File: config.mk
export PLATFORM = sky130hd
export DESIGN_NAME = rr_arbiter_4
export DESIGN_NICKNAME = d
export VERILOG_FILES = /design/src/rtl/rr_arb_pkg.sv /design/src/rtl/rr_arbiter_4_pick.sv /design/src/rtl/rr_arbiter_4.sv
export SDC_FILE = /design/constraint.sdc
export NUM_CORES = 1
export LEC_CHECK = 0
export ABC_AREA = 1
export CORE_MARGIN = 2
export CORE_UTILIZATION = 26
export CTS_BUF_LIST = sky130_fd_sc_hd__clkbuf_8
export CTS_CLUSTER_DIAMETER = 50
export DETAILED_ROUTE_END_ITERATION = 8
export MAX_ROUTING_LAYER = met4
export REMOVE_ABC_BUFFERS = 1
export SKIP_LAST_GASP = 1
export SLEW_MARGIN = 25
export SYNTH_ARGS = -nofsm -noshare
export SYNTH_HDL_FRONTEND = slang
export SYNTH_SLANG_ARGS = --single-unit
File: constraint.sdc
create_clock -name clk -period 3 [get_ports clk]
set_input_delay 0.6 -clock clk [delete_from_list [all_inputs] [get_ports clk]]
set_output_delay 0.6 -clock clk [all_outputs]
set_load 0.005 [all_outputs]
File: src/rtl/rr_arb_pkg.sv
// Shared encodings and sizes for the 4-way round-robin arbiter.
package rr_arb_pkg;
  localparam logic [0:0] ST_IDLE  = 1'b0;
  localparam logic [0:0] ST_GRANT = 1'b1;
  localparam int IDX_W = 2;
  localparam int N_REQ = 4;
endpackage

File: src/rtl/rr_arbiter_4_pick.sv
// Rotating-priority pick: first set request scanning ptr, ptr+1, ptr+2, ptr+3 (mod 4).
// Purely combinational; any=0 when no request is set (idx is then don't-care, returns ptr).
module rr_pick_4
  import rr_arb_pkg::*;
(
  input  logic [N_REQ-1:0] req,
  input  logic [IDX_W-1:0] ptr,
  output logic [IDX_W-1:0] idx,
  output logic             any
);
  logic [2*N_REQ-1:0] dbl;
  logic [N_REQ-1:0]   rot;
  logic [IDX_W-1:0]   off;

  // rot[k] is the request at position ptr+k, so the lowest set bit wins.
  always_comb begin
    dbl = {req, req};
    rot = dbl[ptr +: N_REQ];
    off = 2'd0;
    if      (rot[0]) off = 2'd0;
    else if (rot[1]) off = 2'd1;
    else if (rot[2]) off = 2'd2;
    else if (rot[3]) off = 2'd3;
    idx = ptr + off;
    any = |req;
  end
endmodule

File: src/rtl/rr_arbiter_4.sv
// 4-way round-robin arbiter with hold limit; grant appears one cycle after request in IDLE.
// No backpressure: holder releases via done, dropping its request, or hold-limit timeout (then a 1-cycle gap).
module rr_arbiter_4
  import rr_arb_pkg::*;
#(
  parameter int MAX_HOLD = 8
) (
  input  logic             clk,
  input  logic             rst,
  input  logic [N_REQ-1:0] req,
  input  logic             done,
  output logic [IDX_W-1:0] gnt_idx,
  output logic             gnt_valid,
  output logic             timeout
);
  localparam int CW = $clog2(MAX_HOLD);

  logic [0:0]       state;
  logic [IDX_W-1:0] ptr;
  logic [CW-1:0]    cnt;
  logic [IDX_W-1:0] pick_idx;
  logic             pick_any;
  logic             expire;
  logic             req_held;

  rr_pick_4 u_pick (
    .req (req),
    .ptr (ptr),
    .idx (pick_idx),
    .any (pick_any)
  );

  assign expire   = (cnt == CW'(MAX_HOLD - 1));
  assign req_held = req[gnt_idx];

  always_ff @(posedge clk) begin
    if (rst) begin
      state     <= ST_IDLE;
      ptr       <= '0;
      cnt       <= '0;
      gnt_idx   <= '0;
      gnt_valid <= 1'b0;
      timeout   <= 1'b0;
    end else begin
      timeout <= 1'b0;
      case (state)
        ST_IDLE: begin
          if (pick_any) begin
            gnt_idx   <= pick_idx;
            gnt_valid <= 1'b1;
            cnt       <= '0;
            state     <= ST_GRANT;
          end
        end
        ST_GRANT: begin
          if (done || !req_held || expire) begin
            state     <= ST_IDLE;
            gnt_valid <= 1'b0;
            ptr       <= gnt_idx + 2'd1;
            // Only a release caused solely by the hold limit is reported.
            timeout   <= expire && !done && req_held;
          end else begin
            cnt <= cnt + CW'(1);
          end
        end
        default: state <= ST_IDLE;
      endcase
    end
  end
endmodule
**Run 1: clock nets**

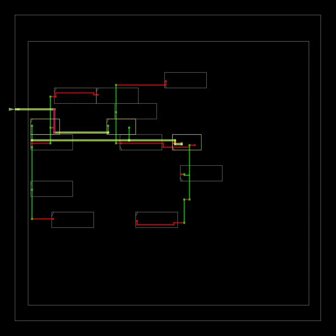
final sequential cell count: 10
total clock network power: 137 uW
clock sink count: 10
clock latency on the worst-skew pair: 0.24 ns
clock buffer count in the final layout: 3

**Run 1: gate families picked out**

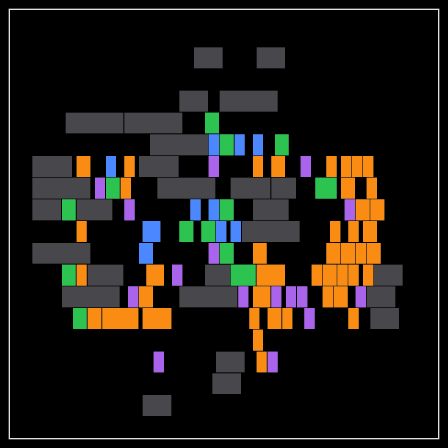
| color | family | cells | most used |
|---|---|---|---|
| purple | inverters | 16 | inv_1 |
| green | inverting AOI/OAI gates | 13 | a21oi_1 |
| orange | NAND gates | 43 | nand2_1 |
| blue | NOR gates | 10 | nor2_1 |
number of cells in the finished layout apart from fillers: 138
most common library cell in the layout ignoring fill and taps: sky130_fd_sc_hd__nand2_1

==> flow_metrics.rpt, run 1 <==
==== FLOW RESULTS ====
----------------------------------------------------
[Yosys]
  Cell with the most instances after synthesis ........................ sky130_fd_sc_hd__nand2_1
  Portion of synthesized cell area occupied by the leading cell type ........................ around 31%
  Unique cell type count in the Yosys netlist ........................ 19
  Number of cells in the yosys synthesis report ........................ 98
  Warnings from Yosys ........................ 0

[CTS]
  Post-CTS Setup Bufs ........................ 0
  Number of CTS-inserted buffers ........................ 3
  CTS tree ........................ done

[Global routing]
  Pin count of the biggest net entering global routing ........................ 8

[Worst setup path]
  Worst-case reg-to-reg path depth ........................ 12
  Crit path buf inv count ........................ 1
  Cell breakdown of the critical path ........................ clkdlybuf4s50_1 -> nand2_1 -> nand3_1 -> nand3_1 -> a21boi_0 -> ha_1 -> xnor2_1 -> nand3_1 -> nand2_1 -> nor2_1 -> nor2_1
  Startpoint Class ........................ input pin
  Launch instance of the worst register-to-register path ........................ ptr[0]
  Most Frequent Cell on Critical Path ........................ sky130_fd_sc_hd__nand3_1
  Category of the worst setup path capture point ........................ flop
  Slowest stage delay, CP ........................ 0.57 ns

[Timing]
  Unrepaired setup endpoints after global routing ........................ no
  Pin slew with the least headroom to its limit ........................ 0.3111 ns
  Post-route clock skew ........................ 0.007397 ns
  Count of pins over their slew limit ........................ 0
  Final period utilization ........................ between 60 and 70%

[Finish]
  Util after Layout ........................ 35.62%
  Number of nets in the finished design ........................ 122

[Power]
  Net switching power figure ........................ 139.2 uW
  Part of the power in combinational logic ........................ between 20% and 30%

[Route]
  Ratio of routed vias to standard cells ........................ around 4.7
  Violation count after the first detailed-route iteration ........................ 9
  Final routed wire length divided by cell count ........................ about 10 um

[Floorplanning]
  Floorplan utilization ........................ between 20 and 30%
  Horizontal die dimension ........................ between 50 and 60 um
  Io pins ........................ 11

[Placed design]
  IO buf count ........................ 10
  RePlAce Congestion ........................ 0.7731

[Run status]
  Outcome ........................ finished clean

----------------------------------------------------
**Run 1: supply network**

Pins as bars on the die edge.
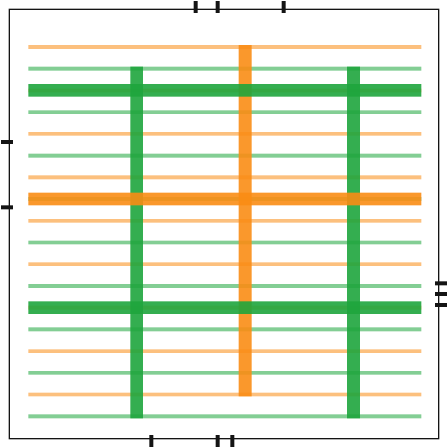
| color | net |
|---|---|
| orange | VDD |
| green | VSS |
rows: 17
met5 straps: 3
signal pins: 11
core box area: 2276 um^2
peak supply drop: 495.8 uV
die height: 53.59 um

==> run 1: final cells by class <==
class	instances	area [um^2]
multi-input cells	71	374.1
flip-flops and latches	10	200.2
clock buffers	3	41.29
repair buffers	10	100.1
fillers	245	1465
inverters	16	60.06
well taps	28	35.03
==> run 1: layer usage <==
layer / share of wire [%] / vias to the layer above / track usage, % / routed length (um)
li1: - / 347 / - / -
met1: 46 / 290 / 12.73 / 631
met2: 50 / 12 / 17.49 / 687
met3: 3.7 / 2 / 5.000 / 51
met4: 0.29 / 0 / 1.282 / 4
met5: 0 / - / - / 0
==> run 1: worst max path at each step <==
| stage | from | end | slack [ns] | cells past startpoint |
|---|---|---|---|---|
| final | req[3] | gnt_idx[1] | 0.97 | 11 |
| after global routing | req[3] | gnt_idx[1] | 0.73 | 11 |
| after CTS | req[3] | gnt_idx[1] | 0.95 | 11 |
| after detailed placement | req[3] | gnt_idx[1] | 0.71 | 12 |
| after global placement | req[3] | gnt_idx[1] | 0.74 | 11 |
| after floorplan | req[1] | gnt_idx[1] | 1.38 | 11 |
==> run 1: flip-flops by register name, indices dropped and copies added, names as in the netlist <==
| register | cells |
|---|---|
| cnt | 3 |
| state | 1 |
| timeout | 1 |
| ptr | 2 |
| gnt_idx | 2 |
| gnt_valid | 1 |
==> run 1: per-stage QoR <==
stage / hold WS [ns] / area [um^2] / worst slack, ns / cells
final: 0.4892 / 810.8 / 0.9700 / 138
after CTS: 0.4954 / 810.8 / 0.9506 / 138
after global placement: 0.4745 / 769.5 / 0.7376 / 135
after detailed placement: 0.4890 / 769.5 / 0.7127 / 135
after floorplan: 0.4575 / 634.4 / 1.378 / 97
after global routing: 0.5003 / 810.8 / 0.7273 / 138
==> run 1: logic make-up (layout without fill, tap and decap cells) <==
kind of cell / Yosys count / count (layout) / share of synthesized area, %
and+or+nand+nor: 53 / 53 / 38.75
buffers and inverters: 17 / 29 / 10.18
AOI/OAI and AO/OA: 13 / 13 / 11.15
DFF: 10 / 10 / 31.31
adders and majority gates: 3 / 3 / 5.871
xor gates and xnor gates: 2 / 2 / 2.740
==> run 1: worst min-delay path, stage by stage, from the launching register on <==
cell                      delay [ns]
sky130_fd_sc_hd__dfxtp_1        0.30
sky130_fd_sc_hd__nand3_1        0.08
sky130_fd_sc_hd__a21oi_1        0.06
==> run 1: power by group through the flow <==
stage | clock (uW) | combinational (uW) | sequential, uW
CTS | 140 | 129 | 164
floorplan | 0 | 88.3 | 163
detailed placement | 0 | 128 | 167
finish | 137 | 128 | 164
global placement | 0 | 125 | 166
global route | 148 | 148 | 166
--- run 2 (diff from run 1) ---
Clock period 3 ns to 1.75 ns, I/O delays scaled along.
==> run 2 against run 1 <==
Against the previous run:
- critical path depth decreased by 10
- sequential share of layout area down 1.4 points
- worst hold slack got worse by 0.0046 ns
- power rose by 90%
- critical endpoint is now gnt_idx[0]
- largest power group is now the clock network
==> flow_metrics.rpt, run 2 <==
==== FLOW RESULTS ====
----------------------------------------------------
[Route]
  Final routed wire length divided by cell count ........................ 9.792 um
  Ratio of routed vias to standard cells ........................ 4.417
  Violation count after the first detailed-route iteration ........................ 4

[Yosys]
  Cell with the most instances after synthesis ........................ sky130_fd_sc_hd__nand2_1
  Number of cells in the yosys synthesis report ........................ 98
  Warnings from Yosys ........................ 0
  Unique cell type count in the Yosys netlist ........................ 19
  Portion of synthesized cell area occupied by the leading cell type ........................ 31.31%

[CTS]
  Clock latency on the worst-skew pair ........................ 0.23 ns
  Number of CTS-inserted buffers ........................ 3
  CTS tree ........................ done
  Clock H-tree levels ........................ 1
  Clock sink count ........................ 10
  CTS hold repair buffers ........................ 0

[Worst setup path]
  Slowest stage delay, CP ........................ between 0.5 and 0.6 ns
  Category of the worst setup path capture point ........................ output port
  Req. time, crit path ........................ 1.40 ns
  Startpoint Class ........................ flop
  Path type of the worst setup path ........................ reg2out
  Crit path buf inv count ........................ 1
  Cell breakdown of the critical path ........................ clkdlybuf4s50_1
  CP delay by family, top ........................ buffers and inverters

[Timing]
  Final period utilization ........................ 87.96%
  Post-layout minimum cycle time ........................ 1.539 ns
  Count of pins over their slew limit ........................ 0
  Unrepaired setup endpoints after global routing ........................ no
  Pin slew with the least headroom to its limit ........................ slightly above 0.2 ns
  Post-route clock skew ........................ between 0.002 and 0.003 ns

[Placed design]
  IO buf count ........................ 10
  DP Cell Count ........................ about 140
  RePlAce Congestion ........................ 0.7253
  Placed standard-cell area ........................ ~800 um^2

[Floorplanning]
  Io pins ........................ 11
  Die height ........................ 53.59 um
  Floorplan utilization ........................ 28.09%
  Core box area ........................ 2276 um^2

[Power]
  Net switching power figure ........................ around 250 uW
  Peak supply drop ........................ 382.4 uV
  Part of the power in combinational logic ........................ around 30%

[Finish]
  Logic area ........................ roughly 380 um^2
  Most common library cell in the layout ignoring fill and taps ........................ sky130_fd_sc_hd__nand2_1
  Max reg flops ........................ 3
  Biggest registers after layout ........................ cnt x3, gnt_idx x2, ptr x2
  Most flops, register ........................ cnt

[Run status]
  Outcome ........................ finished clean

[Global routing]
  Pin count of the biggest net entering global routing ........................ 8

----------------------------------------------------
==> run 2: cell types whose count changed in the layout (fill, tap and decap cells not counted) <==
cell,delta
sky130_fd_sc_hd__ha_2,+1
sky130_fd_sc_hd__clkdlybuf4s50_1,-4
sky130_fd_sc_hd__a21boi_1,+1
sky130_fd_sc_hd__dlymetal6s2s_1,+4
sky130_fd_sc_hd__buf_4,+5
sky130_fd_sc_hd__dfxtp_2,+1
sky130_fd_sc_hd__clkbuf_8,+1
sky130_fd_sc_hd__dfxtp_1,-2
sky130_fd_sc_hd__ha_1,-1
sky130_fd_sc_hd__dfxtp_4,+1
sky130_fd_sc_hd__a21boi_0,-1
==> run 2: tightest hold or removal path, delay by kind of cell, from the launching register on <==
family          cells  cell delay [ns]
flops               1             0.31
simple gates        1             0.07
compound gates      1             0.05
==> run 2: final timing paths <==
| path | from | endpoint | slack, ns | cells after the start |
|---|---|---|---|---|
| hold reg to reg | cnt[1] | cnt[1] | 0.48 | 2 |
| hold / removal | cnt[1] | cnt[1] | 0.48 | 2 |
| setup reg to reg | ptr[0] | gnt_idx[1] | 0.21 | 12 |
| setup / recovery | gnt_idx[0] | gnt_idx[0] | 0.21 | 1 |
==> run 2: per-stage QoR <==
stage | setup WS (ns) | TNS (ns) | hold WS [ns]
floorplan | 0.2659 | 0 | 0.4191
global placement | -0.2245 | -0.3717 | 0.4745
detailed placement | -0.2215 | -0.3763 | 0.4870
CTS | 0.01778 | 0 | 0.4938
global route | 0.006709 | 0 | 0.5099
finish | 0.2107 | 0 | 0.4846
==> run 2: power groups by stage <==
stage | clock network, uW | logic, uW | registers [uW]
global placement | 0 | 230 | 285
detailed placement | 0 | 235 | 286
finish | 290 | 243 | 282
floorplan | 0 | 151 | 280
global route | 314 | 279 | 286
CTS | 302 | 237 | 281
==> run 2: cells by family (layout without fill, tap and decap cells) <==
kind of cell,after synthesis,in the layout,share of synthesized area [%]
and+or+nand+nor,53,53,38.75
AOI/OAI and AO/OA,13,13,11.15
xor gates and xnor gates,2,2,2.740
adders and majority gates,3,3,5.871
buffers and inverters,17,35,10.18
DFF,10,10,31.31
==> run 2: routing by layer <==
metal | up-vias | wire length [um] | track usage [%]
li1 | 352 | - | -
met1 | 277 | 649 | 12.69
met2 | 7 | 711 | 18.72
met3 | 0 | 49 | 1.667
met4 | 0 | 0 | 7.692
met5 | - | 0 | -
==> run 2: layout make-up <==
type | count | area share [%]
multi-input cells | 71 | 42.82
flip-flops and latches | 10 | 23.33
repair buffers | 15 | 16.79
inverters | 16 | 6.828
clock buffers | 4 | 6.259
well taps | 28 | 3.983
==> run 2: what timing repair did <==
| item | CTS | global route |
|---|---|---|
| setup endpoints to repair | 0 | 2 |
| buffers inserted | 0 | 1 |
| gates resized | 0 | 9 |
**Run 2: where the registers sit**

Other sequential cells in the stronger gray, the rest of the logic in the fainter gray.
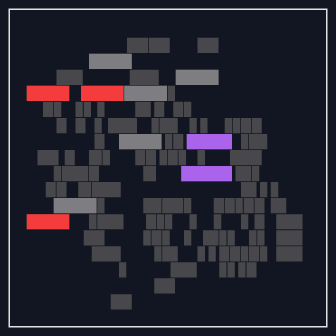
| color | signal | flops |
|---|---|---|
| red | cnt | 3 |
| purple | ptr | 2 |
not colored: 5
Seq area share: 23.33%
Util after Layout: 38.65%
reported sequential group power: 282 uW
sequential standard cell area: 205.2 um^2

**Run 2: gate families picked out**

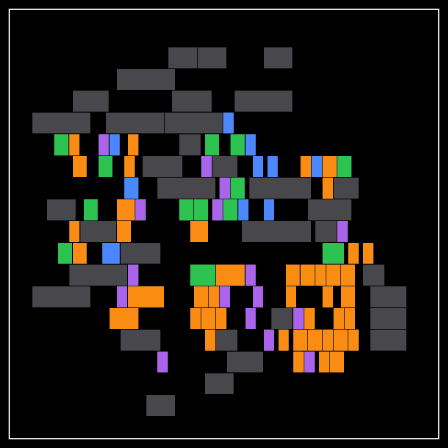
| color | family | cells | most used |
|---|---|---|---|
| orange | NAND gates | 43 | nand2_1 |
| blue | NOR gates | 10 | nor2_1 |
| green | inverting AOI/OAI gates | 13 | a21oi_1 |
| purple | inverters | 16 | inv_1 |
multi-input combinational area share: 42.82%
number of cells in the finished layout apart from fillers: 144

**Run 2: cell classes on the final placement**

Bar = 20 um. Fill, decap, tap and diode cells in gray.
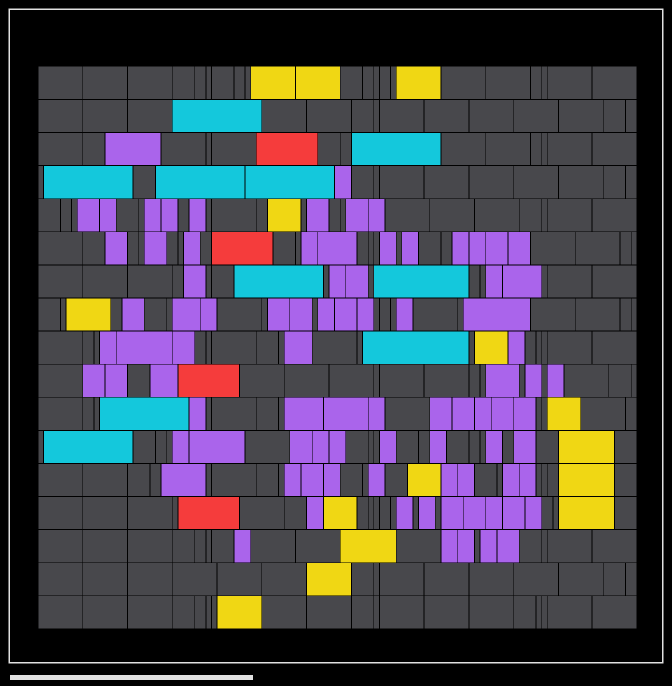
| color | class | cells |
|---|---|---|
| yellow | other buffers and delay cells | 15 |
| purple | combinational and other logic | 87 |
| red | clock drivers and dummy loads | 4 |
| cyan | flops | 10 |
site row count: 17
cell area after layout: 879.6 um^2

Power figures rest on the tool's default switching activity, not on a simulated workload.
